`config.mk`:
```
export PLATFORM = sky130hd
export DESIGN_NAME = stall_flush_unit
export DESIGN_NICKNAME = d
export VERILOG_FILES = /design/src/rtl/stall_flush_unit.sv
export SDC_FILE = /design/constraint.sdc
export NUM_CORES = 1
export LEC_CHECK = 0
export CAP_MARGIN = 20
export CORE_MARGIN = 5
export CORE_UTILIZATION = 52
export DETAILED_ROUTE_END_ITERATION = 10
export DONT_BUFFER_PORTS = 1
export PLACE_DENSITY = 0.72
export SYNTH_ARGS = -nofsm -noshare
export SYNTH_HDL_FRONTEND = slang
export SYNTH_SLANG_ARGS = --single-unit
```
`constraint.sdc`:
```
create_clock -name clk -period 2.9 [get_ports clk]
set_input_delay 0.87 -clock clk [delete_from_list [all_inputs] [get_ports clk]]
set_output_delay 0.87 -clock clk [all_outputs]
set_load 0.005 [all_outputs]
```
`src/rtl/stall_flush_unit.sv`:
```
// Hazard control for the 5-stage RV32I pipeline: load-use stall, taken-branch flush,
// data-memory wait freeze with a timeout watchdog, and saturating stall/flush counters.
module stall_flush_unit #(
    parameter int TIMEOUT = 16,
    parameter int CNT_W   = 16
) (
    input  logic             clk,
    input  logic             rst,
    input  logic [4:0]       raddr1D,
    input  logic [4:0]       raddr2D,
    input  logic [4:0]       waddrE,
    input  logic             reg_wrE,
    input  logic [1:0]       wb_selE,
    input  logic             br_takenE,
    input  logic             dmem_req,
    input  logic             dmem_ack,
    output logic             stallF,
    output logic             stallD,
    output logic             stallE,
    output logic             stallM,
    output logic             flushD,
    output logic             flushE,
    output logic             flushW,
    output logic             mem_err,
    output logic [CNT_W-1:0] stall_cnt,
    output logic [CNT_W-1:0] flush_cnt
);

    typedef enum logic [1:0] {
        S_IDLE = 2'd0,
        S_WAIT = 2'd1,
        S_ERR  = 2'd2
    } state_t;

    localparam logic [7:0] WAIT_LAST = 8'(TIMEOUT - 1);

    state_t           r_state;
    logic [7:0]       r_wait_cnt;
    logic             r_mem_err;
    logic [CNT_W-1:0] r_stall_cnt;
    logic [CNT_W-1:0] r_flush_cnt;

    logic w_mem_hold;
    logic w_lw_use;

    // The first unacked cycle holds straight from the inputs; the ack cycle never holds.
    assign w_mem_hold = ((r_state == S_IDLE) && dmem_req && !dmem_ack) ||
                        ((r_state == S_WAIT) && !dmem_ack) ||
                        (r_state == S_ERR);

    assign w_lw_use = (wb_selE == 2'b10) && reg_wrE && (waddrE != 5'd0) &&
                      ((waddrE == raddr1D) || (waddrE == raddr2D));

    always_comb begin
        stallF = 1'b0;
        stallD = 1'b0;
        stallE = 1'b0;
        stallM = 1'b0;
        flushD = 1'b0;
        flushE = 1'b0;
        flushW = 1'b0;
        if (rst) begin
            if (w_mem_hold) begin
                stallF = 1'b1;
                stallD = 1'b1;
                stallE = 1'b1;
                stallM = 1'b1;
                flushW = 1'b1;
            end else if (br_takenE) begin
                flushD = 1'b1;
                flushE = 1'b1;
            end else if (w_lw_use) begin
                stallF = 1'b1;
                stallD = 1'b1;
                flushE = 1'b1;
            end
        end
    end

    always_ff @(posedge clk) begin
        if (!rst) begin
            r_state     <= S_IDLE;
            r_wait_cnt  <= 8'd0;
            r_mem_err   <= 1'b0;
            r_stall_cnt <= '0;
            r_flush_cnt <= '0;
        end else begin
            case (r_state)
                S_IDLE: begin
                    if (dmem_req && !dmem_ack) begin
                        r_state    <= S_WAIT;
                        r_wait_cnt <= 8'd0;
                    end
                end
                S_WAIT: begin
                    // A dropped request is treated as an abandoned access, not an error.
                    if (dmem_ack || !dmem_req) begin
                        r_state <= S_IDLE;
                    end else if (r_wait_cnt == WAIT_LAST) begin
                        r_state   <= S_ERR;
                        r_mem_err <= 1'b1;
                    end else begin
                        r_wait_cnt <= r_wait_cnt + 8'd1;
                    end
                end
                S_ERR: begin
                    r_mem_err <= 1'b1;
                end
                default: begin
                    r_state <= S_IDLE;
                end
            endcase

            if (stallF && (r_stall_cnt != {CNT_W{1'b1}}))
                r_stall_cnt <= r_stall_cnt + CNT_W'(1);
            if (flushD && (r_flush_cnt != {CNT_W{1'b1}}))
                r_flush_cnt <= r_flush_cnt + CNT_W'(1);
        end
    end

    assign mem_err   = r_mem_err;
    assign stall_cnt = r_stall_cnt;
    assign flush_cnt = r_flush_cnt;

endmodule

```
**The metal 3 layer**

The bar under the picture is 20 µm long.
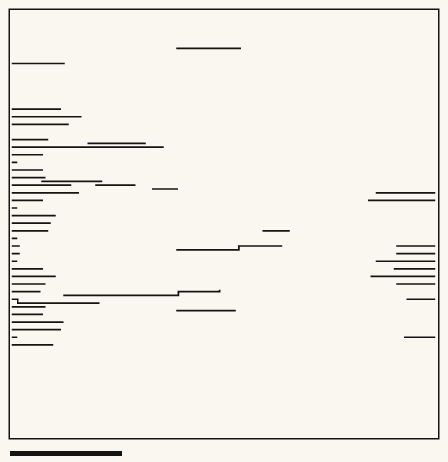
longest straight run = 26.9 µm
nets with wire on the layer = 44

**Local utilization**

8 x 8 tiles, from white (low) to dark blue (high), 0 to 100% covered.
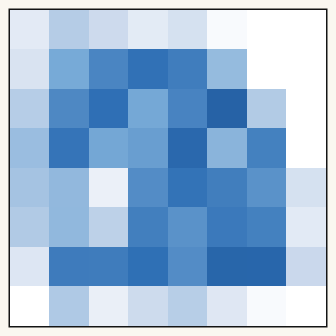
fullest tile = 80%
densest ninth of the die = center
tiles over 75% full = 6.2%
nearly empty tiles = 13%

==> Table 3: Implementation characteristics <==
Summary of implementation characteristics

Parameter                              Value

Final timing
  Transition time at the pin with the least slew margin .................. 0.6270 ns
  Hold_ws .................. 0.4996 ns
  Fin worst setup slack .................. 0.2033 ns
  Unrepaired setup endpoints after global routing .................. no
  Highest attainable clock frequency .................. 370.8 MHz

Synth
  FF+latch count, synth .................. 43
  Synth Area in Compound Gates .................. 0.1592
  Average instance area after synthesis .................. 8.792 µm²
  Synth warn .................. 0
  Yosys xor share .................. 0.1179
  Count of distinct cell types in the synthesized netlist .................. 46
  Nets in the synthesized netlist .................. 288
  Share of async-settable or async-resettable flops after synthesis .................. 0
  Proportion of synthesized chip area in sequential cells .................. 0.3737
  Post-synthesis mux area share .................. 0.01358
  Area figure in the yosys stat output .................. 2303 µm²

Final layout
  Most common logic cell in the routed design .................. dfxtp_1
  Number of ordinary and repair buffers in the finished layout .................. 2
  Sequential cell count .................. 43
  Fraction of standard cell area in multi-input logic .................. 0.5551
  Area-dominant cell class after layout .................. combinational gates
  Ant diodes .................. 0
  Post-route cell area .................. 2407 µm²
  Total of fill cells in the finished design .................. 407
  ClkCell Share .................. 0.03638
  Final-layout non-clock buffer area share .................. 0.01143
  Highest-count cells in the layout ignoring fill and taps .................. dfxtp_1, nand2_1, xnor2_1, and2_1, nor2_1

Pwr
  Clock network power consumption .................. 0.000380 W
  Seq pwr .................. 0.000599 W
  Switching power summed over all nets .................. 0.0002246 W
  Logic pwr share .................. 0.054
  Cell internal power dissipation .................. 0.0008105 W
  Max rail drop VDD .................. 0.0001869 V
  Clock power frac .................. 0.367
  Power dissipated in combinational cells .................. 0.0000559 W
  Tot Pwr .................. 0.001035 W

CTS
  Clk latency late pin .................. 0.30 ns
  CTS Buf Count .................. 5
  Post-CTS Repair Setup Buffers .................. 0
  CTS hold repair buffers .................. 0
  Number of clock sinks .................. 43
  Worst-case clock buffer depth .................. 2

Floorplan
  Full die area .................. 5861 µm²
  Die H .................. 76.56 µm
  Number of well-tap cells placed .................. 52

Setup path
  End of the worst register-to-register path .................. flush_cnt[13]
  Endpoint of the worst setup timing path .................. stallF
  Class of the most critical setup path .................. in2out
  Origin of the worst setup path .................. waddrE[1]
  Number of stages on the worst setup path .................. 4
  Register-to-register path setup slack .................. 0.79 ns
  Ordered list of cells on the worst path .................. or4_1, o21ai_1, nand2b_1, o21bai_1
  Delay of the slowest critical-path stage .................. 0.50 ns
  Arrival time of the worst setup path .................. 1.83 ns

Drt
  Number of optimization iterations in the first detailed-route pass .................. 4
  DR iter-0 viols .................. 67
  Via count .................. 1,843

Flow run
  Max-capacitance violation count .................. 0
  Warning total across the stage logs .................. 26

Global route
  Global-route congestion overflow total .................. 0
  Number of antenna violations at the first check in global routing .................. 0

Min path
  Tightest Hold Check Type .................. reg2reg
  Start point of the worst hold path .................. mem_err
  Worst hold path depth .................. 1
  End point of the worst hold path .................. mem_err

Placement
  Final HPWL from detailed placement .................. 3.482 mm
  Cell total after placement .................. 304
  Routability-driven placement congestion ratio .................. 0.8207

Run status
  Result of the run .................. finished, final reports clean
Power is estimated from default activity; no workload was simulated.
